### Cell sizes after repair, run 1

Scale bar: 20 µm.
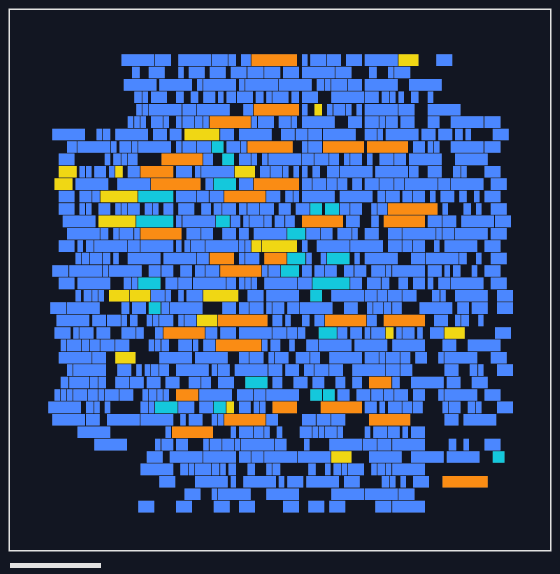
### Clock routing, run 1

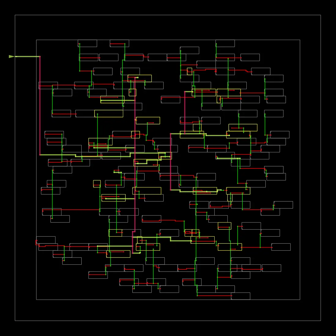
### I/O pins on the die edge, run 1

Pins as bars across the die edge, other pins in gray.
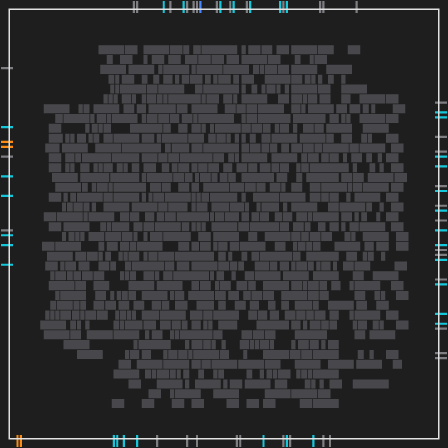
==> src/rtl/timer_periph_if.sv <==
// rtl/timer_periph_if.sv - register bus between the address decoder and the timer peripheral
interface timer_periph_if;
  logic        sel;
  logic        we;
  logic        re;
  logic [3:0]  addr;
  logic [31:0] wdata;
  logic [31:0] rdata;

  modport master (output sel, we, re, addr, wdata, input rdata);
  modport slave  (input sel, we, re, addr, wdata, output rdata);
endinterface

==> src/rtl/timer_periph.sv <==
// rtl/timer_periph.sv - prescaled 32-bit up-counter with compare match, overflow and level irq
module timer_periph #(
  parameter int          CNT_W   = 32,
  parameter int          PRESC_W = 8,
  parameter logic [31:0] CMP_RST = 32'hFFFF_FFFF
) (
  input  logic           clk,
  input  logic           rst,
  timer_periph_if.slave  bus,
  output logic           irq
);
  localparam logic [1:0] A_CTRL = 2'd0, A_COUNT = 2'd1, A_CMP = 2'd2, A_STATUS = 2'd3;

  logic               en, irq_en, auto_reload, match, ovf;
  logic [PRESC_W-1:0] presc, pc;
  logic [CNT_W-1:0]   count, cmp;
  logic [31:0]        rdata_q;

  logic               en_n, irq_en_n, auto_reload_n, match_n, ovf_n, irq_n;
  logic [PRESC_W-1:0] presc_n, pc_n;
  logic [CNT_W-1:0]   count_n, cmp_n;
  logic [31:0]        rdata_n, ctrl_rd;
  logic               match_set, ovf_set;

  logic wr, rd, tick;
  logic wr_ctrl, wr_count, wr_cmp, wr_status;
  logic unused_addr_bits;

  assign wr        = bus.sel & bus.we;
  assign rd        = bus.sel & bus.re;
  assign wr_ctrl   = wr && (bus.addr[3:2] == A_CTRL);
  assign wr_count  = wr && (bus.addr[3:2] == A_COUNT);
  assign wr_cmp    = wr && (bus.addr[3:2] == A_CMP);
  assign wr_status = wr && (bus.addr[3:2] == A_STATUS);
  assign tick      = en && (pc == presc);
  assign bus.rdata = rdata_q;
  assign unused_addr_bits = ^bus.addr[1:0];

  always_comb begin
    ctrl_rd                = '0;
    ctrl_rd[0]             = en;
    ctrl_rd[1]             = irq_en;
    ctrl_rd[2]             = auto_reload;
    ctrl_rd[8 +: PRESC_W]  = presc;
  end

  always_comb begin
    en_n          = en;
    irq_en_n      = irq_en;
    auto_reload_n = auto_reload;
    presc_n       = presc;
    pc_n          = pc;
    count_n       = count;
    cmp_n         = cmp;
    match_set     = 1'b0;
    ovf_set       = 1'b0;
    rdata_n       = rdata_q;

    if (wr_ctrl) begin
      en_n          = bus.wdata[0];
      irq_en_n      = bus.wdata[1];
      auto_reload_n = bus.wdata[2];
      presc_n       = bus.wdata[8 +: PRESC_W];
    end

    if (!en || tick) pc_n = '0;
    else             pc_n = pc + PRESC_W'(1);
    // Disabling or re-timing restarts the prescale period; a tick already due still lands.
    if (wr_ctrl && (!en_n || presc_n != presc)) pc_n = '0;

    if (wr_count) begin
      count_n = bus.wdata[CNT_W-1:0];
    end else if (tick) begin
      if (count == cmp) begin
        match_set = 1'b1;
        count_n   = auto_reload ? '0 : count + CNT_W'(1);
      end else if (&count) begin
        ovf_set = 1'b1;
        count_n = '0;
      end else begin
        count_n = count + CNT_W'(1);
      end
    end

    if (wr_cmp) cmp_n = bus.wdata[CNT_W-1:0];

    // Hardware set wins over a simultaneous write-1-to-clear.
    match_n = match_set | (match & ~(wr_status & bus.wdata[0]));
    ovf_n   = ovf_set   | (ovf   & ~(wr_status & bus.wdata[1]));
    irq_n   = irq_en_n & (match_n | ovf_n);

    if (rd) begin
      case (bus.addr[3:2])
        A_CTRL:   rdata_n = ctrl_rd;
        A_COUNT:  rdata_n = 32'(count);
        A_CMP:    rdata_n = 32'(cmp);
        default:  rdata_n = {30'd0, ovf, match};
      endcase
    end
  end

  always_ff @(posedge clk) begin
    if (rst) begin
      en          <= 1'b0;
      irq_en      <= 1'b0;
      auto_reload <= 1'b0;
      presc       <= '0;
      pc          <= '0;
      count       <= '0;
      cmp         <= CMP_RST[CNT_W-1:0];
      match       <= 1'b0;
      ovf         <= 1'b0;
      rdata_q     <= '0;
      irq         <= 1'b0;
    end else begin
      en          <= en_n;
      irq_en      <= irq_en_n;
      auto_reload <= auto_reload_n;
      presc       <= presc_n;
      pc          <= pc_n;
      count       <= count_n;
      cmp         <= cmp_n;
      match       <= match_n;
      ovf         <= ovf_n;
      rdata_q     <= rdata_n;
      irq         <= irq_n;
    end
  end
endmodule

==> src/flat_wrapper.sv <==
// flat-port wrapper written by rule: the top's interface ports become plain ports
module timer_periph_flat 
#(
  parameter int          CNT_W   = 32,
  parameter int          PRESC_W = 8,
  parameter logic [31:0] CMP_RST = 32'hFFFF_FFFF
)
  (clk, rst, irq, bus_sel, bus_we, bus_re, bus_addr, bus_wdata, bus_rdata);
  timer_periph_if bus_i ();
  input  logic clk;
  input  logic rst;
  output logic irq;
  input wire logic [$bits(bus_i.sel)-1:0] bus_sel;
  input wire logic [$bits(bus_i.we)-1:0] bus_we;
  input wire logic [$bits(bus_i.re)-1:0] bus_re;
  input wire logic [$bits(bus_i.addr)-1:0] bus_addr;
  input wire logic [$bits(bus_i.wdata)-1:0] bus_wdata;
  output wire logic [$bits(bus_i.rdata)-1:0] bus_rdata;
  assign bus_i.sel = bus_sel;
  assign bus_i.we = bus_we;
  assign bus_i.re = bus_re;
  assign bus_i.addr = bus_addr;
  assign bus_i.wdata = bus_wdata;
  assign bus_rdata = bus_i.rdata;
  timer_periph #(.CNT_W(CNT_W), .PRESC_W(PRESC_W), .CMP_RST(CMP_RST)) u_core (.clk(clk), .rst(rst), .bus(bus_i), .irq(irq));
endmodule
==> config.mk <==
export PLATFORM = sky130hd
export DESIGN_NAME = timer_periph_flat
export DESIGN_NICKNAME = d
export VERILOG_FILES = /design/src/rtl/timer_periph_if.sv /design/src/rtl/timer_periph.sv /design/src/flat_wrapper.sv
export SDC_FILE = /design/constraint.sdc
export NUM_CORES = 1
export LEC_CHECK = 0
export CAP_MARGIN = 20
export CORE_MARGIN = 8
export CORE_UTILIZATION = 56
export DETAILED_ROUTE_END_ITERATION = 16
export GPL_TIMING_DRIVEN = 0
export PLACE_DENSITY = 0.8
export REMOVE_ABC_BUFFERS = 1
export SETUP_SLACK_MARGIN = 0.15
export SYNTH_ARGS = -nofsm -noshare
export SYNTH_HDL_FRONTEND = slang
export SYNTH_SLANG_ARGS = --single-unit
export TNS_END_PERCENT = 5
==> constraint.sdc <==
create_clock -name clk -period 2.55 [get_ports clk]
set_input_delay 0.765 -clock clk [delete_from_list [all_inputs] [get_ports clk]]
set_output_delay 0.765 -clock clk [all_outputs]
set_load 0.01 [all_outputs]
==> run summary, run 1 <==
run results: Highest Signal Layer=met4, Hold Fails Final Rpt=0, RSZ-0062 raised after global routing=yes, worst reg2reg path depth=7, MI comb cells=513, layout inverter count without the clock tree=4, Die Width=approximately 120 µm, outcome=completed, CP required=~3.0 ns, antenna diode count=0, Dominant combinational family=simple AND/OR/NAND/NOR gates, Setup violations, final=0, met2 Resource Use GR=0.423, most frequent logic cell in the layout=dfxtp_1, Min-Delay Path Class=register to register, r2r startpoint=u_core.count[0], Final min period=between 2 and 2.5 ns, DR WL met2=between 8 and 9 mm, max-cap violations=0, yosys simple share=0.254, distinct lib cells=roughly 42, IO Port Bufs=just over 70, Post-synth EDFFs=0, period utilization=0.973, ys flop type=dfxtp_1, first-pass GRT wire length=just under 30 mm, largest net degree at the start of global routing=roughly 92, Rel. slew slack=0.468, Hold EP=u_core.bus.rdata[0], clk cell area share=0.0805, Max-area cell share=0.402, initial antenna violation count=0, worst hold margin=0.460 ns, hold path depth=2, comb. cell area=between 3000 and 4000 µm², H-tree lvl count=4, Post-synth ARST share=0, Top Layout Cells=dfxtp_1, nand2_1, clkdlybuf4s50_1, xor2_1, nor2_1, Seq/total area=0.318, Worst setup SP type=primary input, drt wl/cell=approximately 20 µm, FF+latch area=about 2400 µm², M3 GR Usage=0.0700, routed wire length=17.9 mm, worst vdd ir=about 0.00040 V, synth-to-layout area growth=26.5%, worst slew pin tran=around 0.80 ns, share of cells above drive strength 1=0.0984, Die Span Y=118 µm, number of hold buffers added after CTS=0, Repair and plain buffers=between 80 and 90, drt pass-1 iters=5, buffering overhead=0.129, cell row count=37, synthesized area per cell=~8.4 µm², Pre-Place Util=0.572, Largest area class, layout=combinational gates, Critical Path AT=between 2 and 3 ns, Mux area share=0.0268, met1 usage=0.296, CP cell instances=clkdlybuf4s50_1 -> nand2_1 -> nor2b_4 -> nor4_2 -> mux2i_4 -> buf_12 -> o22ai_1, Nets=a little under 800, IO Count=74, Comb area share=0.447, largest area contributor in the netlist=dfxtp_1, fill count=744, Cells after DPL=about 850, crit-path max FO=16, FMAX=0.403 GHz, synth warn=0, # DRC=0, vias per cell=6.30, Post-synth top cells=dfxtp_1, nand2_1, xor2_1, Pleak=2.64 nW, gr ovfl total=0, GRT Total Usage=0.251, GP Congestion=0.846, most used routing layer=met2, wire length on met1=a little over 7 mm, sequential share of the synthesized area=0.402, Slowest-stage cell, CP=nor4_2, Pins Over Slew Limit=0, postcts setup bufs=3, CTS Buffer Depth=2, yosys stat chip area=~5900 µm², post_cts resized=22, number of warnings in the stage logs=28, final instance count without filler cells=888, Netlist Area Pre-Place=between 5000 and 6000 µm², Tap Cells=roughly 140, Setup crit end kind=register, FF+latch count, synth=roughly 120, Setup CP Type=primary input to register, utilization after layout=0.723, Reg clk slew, reported paths=around 0.06 ns, CTS tree=built, HP Start=u_core.bus.rdata[0], Critical Path End=u_core.count[0], Compound Share, Synth=0.135, total power=roughly 5 mW, area of the core=just over 10000 µm², XORs/XNORs by Area=0.125, reg-to-reg endpoint=u_core.count[20], yosys adder share=0.00426, Synth Instances=about 700, pwr/cell area=~660 nW/µm², crit path from=bus_sel, Iter 0 DRT Violations=about 690, chip area=around 14000 µm², hpwl dp=approximately 11 mm, clock skew after layout=0.00793 ns, leading cell type by number of instances after synthesis=dfxtp_1, reg2reg setup slack=0.13 ns, cell count in the Yosys report=~700, Detail Route Antenna Nets=0, CP max stage delay=0.64 ns, Sink Count=118, main area contributors=dfxtp_1, xor2_1, nand2_1, vias in the first global route=5571, Root Driver=clkbuf_8, Clk Latency, worst-skew pair=between 0.5 and 0.6 ns, met3 wire len=between 1 and 1.5 mm, DR vias=approximately 5600
About 'Cell sizes after repair':
Yellow is drive 2, cells 20, share 2.7%. Cyan is drive 3 to 4, cells 23, share 3.1%. Orange is drive 6 and up, cells 31, share 4.1%. Blue is drive 1 or less, cells 678, share 90%.

About 'Clock routing':
CLK BUF: 20
flop count: 118
TritonCTS buffer count: 17

About 'I/O pins on the die edge':
Cyan is `bus_wdata`, pins 32, direction input, edge 12 right, 7 bottom, 7 top, 6 left. Orange is `bus_addr`, pins 4, direction input, edge 2 bottom, 2 left. Blue is `bus_re`, pins 1, direction input, edge top.
All pins by edge: 24 right, 21 top, 18 bottom, 11 left.

-- run 1: power by group --
group,internal (mW),switching [mW]
Clock,1.54,0.886
Sequential,1.91,0.0632
Combinational,0.239,0.253
-- run 1: flip-flops by register name, indices dropped and copies added, names as in the netlist, 8 cells and up --
name,count
u_core.bus.rdata,32
u_core.cmp,32
u_core.count,32
u_core.pc,8
u_core.presc,8
-- run 1: critical path: cells and delay by family --
kind,cells,cell delay (ns)
multiplexers,1,0.16
AND-OR/OR-AND,1,0.16
AND/OR/NAND/NOR,3,1.14
buffers and inverters,2,0.69
-- run 1: through the flow --
stage	setup slack [ns]	TNS [ns]	cell area [µm²]
after floorplan	-1.60	-72.20	5580
after global placement	-5.18	-373.82	6460
after detailed placement	-1.87	-122.69	6670
after CTS	0.153	0	7420
after global routing	0.0230	0	7430
final	0.0696	0	7430
==> run 1 -> run 2 <==
Settings changed: CTS_CLUSTER_SIZE set to 25.
### Clock network drawn from the DEF, run 2

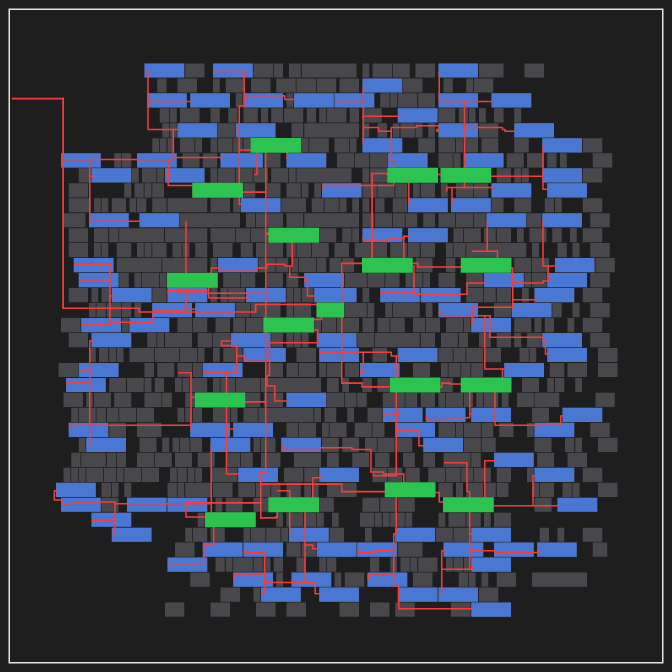
Blue is flip-flops, count 118. Green is cells driving clock nets, count 17. Red is clock wires, length 1530 µm.
Position of the flops: spread over the die. There are 18 routed clock nets.

==> run summary, run 2 <==
run results: outcome=completed, Critical Path AT=2.92 ns (about the same), initial antenna violation count=0 (unchanged), wire length on met1=7.09 mm (unchanged), Nets=782 (unchanged), worst vdd ir=0.000400 V (unchanged), vias per cell=6.30 (unchanged), GP Congestion=0.846 (unchanged), RSZ-0062 raised after global routing=yes, met2 Resource Use GR=0.423 (unchanged), IO Port Bufs=71 (unchanged), leading cell type by number of instances after synthesis=dfxtp_1, Tap Cells=136 (unchanged), first-pass GRT wire length=29.0 mm (unchanged), Min-Delay Path Class=register to register, Pre-Place Util=0.572 (unchanged), Netlist Area Pre-Place=5880 µm² (unchanged), worst hold margin=0.460 ns (unchanged), M3 GR Usage=0.0700 (unchanged), utilization after layout=0.723 (unchanged), Pins Over Slew Limit=0 (unchanged), crit path from=bus_sel, Top Layout Cells=dfxtp_1, nand2_1, clkdlybuf4s50_1, xor2_1, nor2_1, Hold EP=u_core.bus.rdata[0], DR WL met2=8.79 mm (unchanged), total power=4.89 mW (unchanged), Critical Path End=u_core.count[0], Reg clk slew, reported paths=0.06 ns (about the same), Post-synth ARST share=0 (unchanged), MI comb cells=513 (unchanged), Repair and plain buffers=85 (unchanged), Largest area class, layout=combinational gates, cell count in the Yosys report=700 (unchanged), Cells after DPL=849 (unchanged), Die Span Y=118 µm (unchanged), routed wire length=17.9 mm (unchanged), Setup CP Type=primary input to register, Highest Signal Layer=met4, buffering overhead=0.129 (unchanged), yosys stat chip area=5880 µm² (unchanged), distinct lib cells=42 (unchanged), Compound Share, Synth=0.135 (unchanged), worst setup margin=0.0696 ns (unchanged), Die Width=118 µm (unchanged), drt pass-1 iters=5 (unchanged), clk cell area share=0.0805 (unchanged), Seq/total area=0.318 (unchanged), # DRC=0 (unchanged), synth warn=0 (unchanged), FF+latch count, synth=118 (unchanged), FMAX=0.403 GHz (unchanged), Synth Instances=700 (unchanged), DR vias=5591 (unchanged), CTS tree=built, Dominant combinational family=simple AND/OR/NAND/NOR gates, r2r startpoint=u_core.count[0], reg2reg setup slack=0.13 ns (about the same), post_cts resized=22 (unchanged), H-tree lvl count=4 (unchanged), worst slew pin tran=0.797 ns (unchanged), CLK BUF=20 (unchanged), fill count=744 (unchanged), largest area contributor in the netlist=dfxtp_1, Post-synth top cells=dfxtp_1, nand2_1, xor2_1, chip area=14000 µm² (unchanged), synthesized area per cell=8.39 µm² (unchanged), most frequent logic cell in the layout=dfxtp_1, Mux area share=0.0268 (unchanged), Post-synth EDFFs=0 (unchanged), Max-area cell share=0.402 (unchanged), worst reg2reg path depth=7 (unchanged), comb. cell area=3320 µm² (unchanged), layout inverter count without the clock tree=4 (unchanged), Sink Count=118 (unchanged), Comb area share=0.447 (unchanged)
## run 2: cell counts in the layout (fill, tap and decap cells not counted)
Identical to the previous run, type by type.
## run 2: where the power goes
part	total [mW]	internal [mW]	leakage, nW	switching [mW]
clock	2.42	1.54	0.283	0.886
sequential	1.97	1.91	0.963	0.0632
combinational	0.493	0.239	1.40	0.253
## run 2: cells by family after synthesis
logic type / count (synthesis)
AND-OR/OR-AND: 113
XOR/XNOR: 84
adder cells (fa/ha/maj): 2
buffers and inverters: 71
flip-flops: 118
multiplexers: 12
AND/OR/NAND/NOR: 300
## run 2: critical path, cell delays in order
cell,delay (ns)
clkdlybuf4s50_1,0.49
nand2_1,0.36
nor2b_4,0.14
nor4_2,0.64
mux2i_4,0.16
buf_12,0.20
o22ai_1,0.16
No activity file was given, so power comes from the tool's default toggle rates.
